===== src/rtl/dac_pkg.sv =====
// Shared definitions for the LTC2624 waveform sequencer: command/address codes,
// waveform selector encodings and the layout of the 32-bit DAC command word.
package dac_pkg;

    localparam logic [3:0] CMD_WRITE_UPDATE = 4'b0011;
    localparam logic [3:0] CMD_POWER_DOWN   = 4'b0100;
    localparam logic [3:0] CMD_NOP          = 4'b1111;

    localparam logic [3:0] ADDR_A   = 4'd0;
    localparam logic [3:0] ADDR_B   = 4'd1;
    localparam logic [3:0] ADDR_C   = 4'd2;
    localparam logic [3:0] ADDR_D   = 4'd3;
    localparam logic [3:0] ADDR_ALL = 4'b1111;

    typedef enum logic [1:0] {
        WAVE_RAMP     = 2'b00,
        WAVE_TRIANGLE = 2'b01,
        WAVE_SQUARE   = 2'b10,
        WAVE_DC       = 2'b11
    } wave_sel_e;

    typedef enum logic {
        ST_IDLE = 1'b0,
        ST_EMIT = 1'b1
    } seq_state_e;

    localparam int CMD_LSB  = 20;
    localparam int ADDR_LSB = 16;
    localparam int DATA_LSB = 4;

    // Leading byte and trailing nibble are don't-care padding for the DAC; keep them zero.
    function automatic logic [31:0] build_word(input logic [3:0]  cmd,
                                               input logic [3:0]  addr,
                                               input logic [11:0] data);
        logic [31:0] w;
        w                  = '0;
        w[CMD_LSB  +: 4]   = cmd;
        w[ADDR_LSB +: 4]   = addr;
        w[DATA_LSB +: 12]  = data;
        return w;
    endfunction

endpackage


===== src/rtl/dac_wave_sequencer_tick_divider.sv =====
// Sample-rate timer: counts 0..DIV-1 while enabled and pulses o_tick on the
// wrapping cycle; disabling holds the count at zero.
module dac_tick_divider #(
    parameter int unsigned DIV = 5000
) (
    input  logic CLOCK,
    input  logic RESET,
    input  logic i_enable,
    output logic o_tick
);

    localparam logic [15:0] LAST = 16'(DIV - 1);

    logic [15:0] r_count;
    logic        w_wrap;

    assign w_wrap = (r_count == LAST);
    assign o_tick = i_enable && w_wrap;

    always_ff @(posedge CLOCK) begin
        if (RESET || !i_enable) begin
            r_count <= '0;
        end else if (w_wrap) begin
            r_count <= '0;
        end else begin
            r_count <= r_count + 16'd1;
        end
    end

endmodule


===== src/rtl/dac_wave_sequencer.sv =====
// Rate-controlled waveform source for the LTC2624 serializer: one 12-bit sample
// per tick, emitted as one command word per enabled channel over valid/ready.
module dac_wave_sequencer
    import dac_pkg::*;
#(
    parameter int unsigned SAMPLE_DIV = 5000,
    parameter logic [11:0] STEP       = 12'd16,
    parameter logic [3:0]  DAC_CMD    = CMD_WRITE_UPDATE
) (
    input  logic        CLOCK,
    input  logic        RESET,
    input  logic        ENABLE,
    input  logic [1:0]  WAVE_SEL,
    input  logic [11:0] LEVEL,
    input  logic [3:0]  CHAN_MASK,
    output logic [31:0] WORD,
    output logic        WORD_VALID,
    input  logic        WORD_READY,
    output logic [11:0] SAMPLE,
    output logic        BUSY,
    output logic [7:0]  OVERRUN_COUNT
);

    seq_state_e  r_state;
    seq_state_e  w_state_next;
    logic [3:0]  r_mask;
    logic [11:0] r_sample;
    logic        r_dir_down;
    logic        r_sq_high;
    logic [31:0] r_word;
    logic        r_valid;
    logic [7:0]  r_overrun;

    logic        w_tick;
    logic        w_hs;
    logic [1:0]  w_lowest;
    logic [3:0]  w_lowest_onehot;
    logic [12:0] w_sum;
    logic [11:0] w_sample_next;
    logic        w_dir_next;
    logic        w_sq_next;

    dac_tick_divider #(.DIV(SAMPLE_DIV)) u_tick (
        .CLOCK    (CLOCK),
        .RESET    (RESET),
        .i_enable (ENABLE),
        .o_tick   (w_tick)
    );

    assign w_hs = r_valid && WORD_READY;

    always_comb begin
        w_lowest = 2'd0;
        for (int i = 3; i >= 0; i--) begin
            if (r_mask[i]) w_lowest = 2'(i);
        end
        w_lowest_onehot = 4'b0001 << w_lowest;
    end

    // Triangle math runs in 13 bits so the upper clamp sees the true sum.
    always_comb begin
        w_sample_next = r_sample;
        w_dir_next    = r_dir_down;
        w_sq_next     = r_sq_high;
        w_sum         = {1'b0, r_sample} + {1'b0, STEP};
        case (wave_sel_e'(WAVE_SEL))
            WAVE_RAMP: w_sample_next = w_sum[11:0];
            WAVE_TRIANGLE: begin
                if (!r_dir_down) begin
                    if (w_sum >= 13'd4095) begin
                        w_sample_next = 12'd4095;
                        w_dir_next    = 1'b1;
                    end else begin
                        w_sample_next = w_sum[11:0];
                    end
                end else if (r_sample <= STEP) begin
                    w_sample_next = 12'd0;
                    w_dir_next    = 1'b0;
                end else begin
                    w_sample_next = r_sample - STEP;
                end
            end
            WAVE_SQUARE: begin
                w_sample_next = r_sq_high ? LEVEL : 12'd0;
                w_sq_next     = !r_sq_high;
            end
            WAVE_DC: w_sample_next = LEVEL;
            default: w_sample_next = r_sample;
        endcase
    end

    always_comb begin
        w_state_next = r_state;
        case (r_state)
            ST_IDLE: if (w_tick && (CHAN_MASK != 4'b0000)) w_state_next = ST_EMIT;
            ST_EMIT: if (w_hs && ((r_mask & ~w_lowest_onehot) == 4'b0000)) w_state_next = ST_IDLE;
            default: w_state_next = ST_IDLE;
        endcase
    end

    always_ff @(posedge CLOCK) begin
        if (RESET) r_state <= ST_IDLE;
        else       r_state <= w_state_next;
    end

    always_ff @(posedge CLOCK) begin
        if (RESET) begin
            r_mask     <= '0;
            r_sample   <= '0;
            r_dir_down <= 1'b0;
            r_sq_high  <= 1'b1;
            r_word     <= '0;
            r_valid    <= 1'b0;
            r_overrun  <= '0;
        end else begin
            if (w_tick) begin
                if (r_state == ST_IDLE) begin
                    r_sample   <= w_sample_next;
                    r_dir_down <= w_dir_next;
                    r_sq_high  <= w_sq_next;
                    r_mask     <= CHAN_MASK;
                end else if (r_overrun != 8'hFF) begin
                    r_overrun <= r_overrun + 8'd1;
                end
            end
            // Load the next word while idle on the bus, retire it on handshake.
            if (r_state == ST_EMIT) begin
                if (!r_valid) begin
                    r_word  <= build_word(DAC_CMD, {2'b00, w_lowest}, r_sample);
                    r_valid <= 1'b1;
                end else if (WORD_READY) begin
                    r_valid <= 1'b0;
                    r_mask  <= r_mask & ~w_lowest_onehot;
                end
            end
        end
    end

    assign WORD          = r_word;
    assign WORD_VALID    = r_valid;
    assign SAMPLE        = r_sample;
    assign BUSY          = (r_state != ST_IDLE);
    assign OVERRUN_COUNT = r_overrun;

endmodule


===== config.mk =====
export PLATFORM = sky130hd
export DESIGN_NAME = dac_wave_sequencer
export DESIGN_NICKNAME = d
export VERILOG_FILES = /design/src/rtl/dac_pkg.sv /design/src/rtl/dac_wave_sequencer_tick_divider.sv /design/src/rtl/dac_wave_sequencer.sv
export SDC_FILE = /design/constraint.sdc
export NUM_CORES = 1
export LEC_CHECK = 0
export CAP_MARGIN = 20
export CORE_UTILIZATION = 35
export DETAILED_ROUTE_END_ITERATION = 16
export GPL_ROUTABILITY_DRIVEN = 0
export PLACE_DENSITY_LB_ADDON = 0.15
export SYNTH_ARGS = -nofsm -noshare
export SYNTH_HDL_FRONTEND = slang
export SYNTH_SLANG_ARGS = --single-unit

===== constraint.sdc =====
create_clock -name CLOCK -period 2.9 [get_ports CLOCK]
set_input_delay 0.29 -clock CLOCK [delete_from_list [all_inputs] [get_ports CLOCK]]
set_output_delay 0.29 -clock CLOCK [all_outputs]
set_load 0.02 [all_outputs]

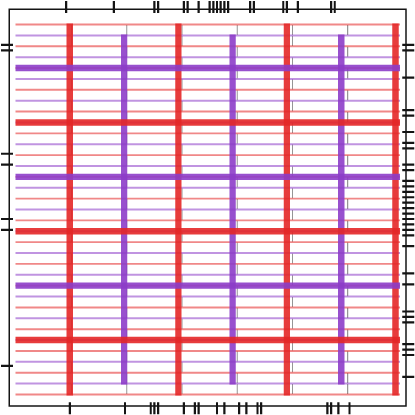
Figure 1: PDN straps and rails.
(4 px per µm) Pins as bars on the die edge. Tap cells in gray.
VSS -> red
VDD -> purple
met1 rails = 35
tap cells = 108
met5 straps = 6
met4 straps = 7
Die W: 98.84 µm
core footprint: 8891 µm²

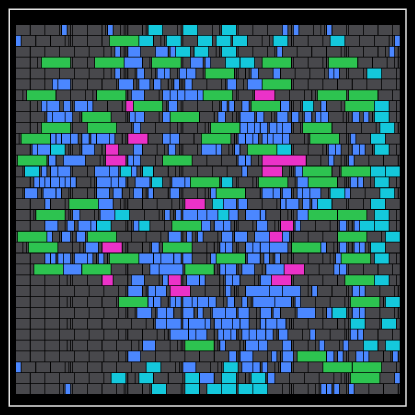
Figure 2: cell classes on the final placement.
(4 px per µm) Fill, decap, tap and diode cells in gray.
other buffers and delay cells -> cyan  # cells 67
clock drivers and dummy loads -> magenta  # cells 16
flip-flops -> green  # cells 59
all other logic -> blue  # cells 334
standard-cell rows: 34
cell area after layout: 4115 µm²

==> results.yml <==
# generated from flow reports
clock_network:
  clk_pin_slew_worst_paths_ns: 0.07
  max-clock-path-buffers: 2
  cts-resized-gates: 0
  cts.repair_timing.setup_buffer_count: 0
  clockRootBuffer: "clkbuf_8"
  cts.sinks: 59
synth:
  yosys.stat.chipArea_um2: 3282
  top_cell_area_share: 0.3599
  synth.logic.top_family: "simple AND/OR/NAND/NOR gates"
  ys_warn_count: 0
  post_synth_xor_area_fraction: 0.07434
  yosys_cells: 414
  synth_area_leader_cell: "dfxtp_1"
  yosysUniqueCellTypes: 62
  synth-seq-area-share: 0.3599
  mux_share_of_post_synthesis_cell_area: 0.009150
  avgSynthCellArea_um2: 7.927
power_and_ir_drop:
  swShare: 0.2530
  powerClk_w: 0.000762
  total_sequential_power_w: 0.000812
  power.clock.fraction: 0.453
  internal-power_w: 0.001256
  irDropWorstVdd_v: 0.0002543
sta:
  final_max_slew_viol_count: 0
  setup_slack_ns: 0.3313
  finalClockPeriodUsage: 0.8858
grt:
  number_of_global_route_vias_before_repair: 2925
  grt_util_met2: 0.2921
  grt_first_pass_wirelength_mm: 14.29
finish:
  regArea_um2: 1181
  layout.clock_buffers: 9
  seq_share: 0.2870
  diodes: 0
  n_all_buffers: 67
  number_of_nets_in_the_finished_design: 499
  layout.clock.cell_area_share: 0.04895
setup_path:
  timing.critical_path.buf_inv: 1
  reg2reg_setup_slack_ns: 0.33
  crit_path_cell_trace: "inv_1 -> ha_1 -> and2b_1 -> o2111ai_1 -> a221oi_2 -> nor2_1 -> and3_1 -> o32ai_2"
  cp_max_fo: 11
  crit-reg2reg-capture: "SAMPLE[11]$_SDFFE_PP0P_"
  worstSetupStartpoint: "SAMPLE[4]$_SDFFE_PP0P_"
  worstSetupEndpoint: "SAMPLE[11]$_SDFFE_PP0P_"
  crit_type: "reg -> reg"
  worst_setup_path_end_kind: "flop"
detailed_routing:
  met3RoutedLength_um: 484
  topRoutingLayerUsed: "met4"
outcome:
  outcome: "completed"
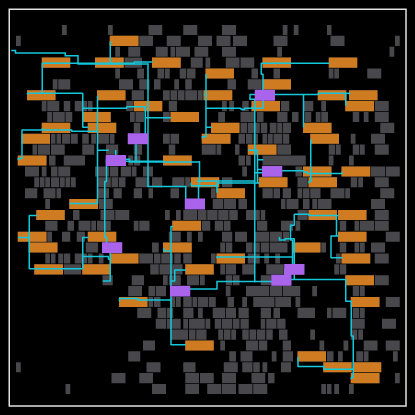
Figure 3: routed clock nets over the placement.
(4 px per µm)
clock wires -> cyan  # length 839 µm
flip-flops -> orange  # count 59
cells driving clock nets -> purple  # count 9
routed clock nets = 10

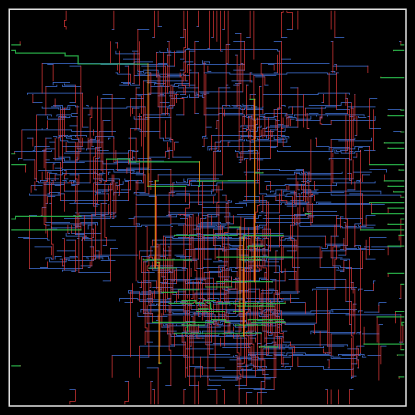
Figure 4: metal layers overlaid.
(4 px per µm)
met3 -> green  # wire length 485 µm
met2 -> red  # wire length 3970 µm
met4 -> orange  # wire length 173 µm
met1 -> blue  # wire length 4000 µm
drt total wl: 8.623 mm
total number of vias: 3119
mean routed wirelength per cell: 14.77 µm
GR Util All Layers: 0.1829

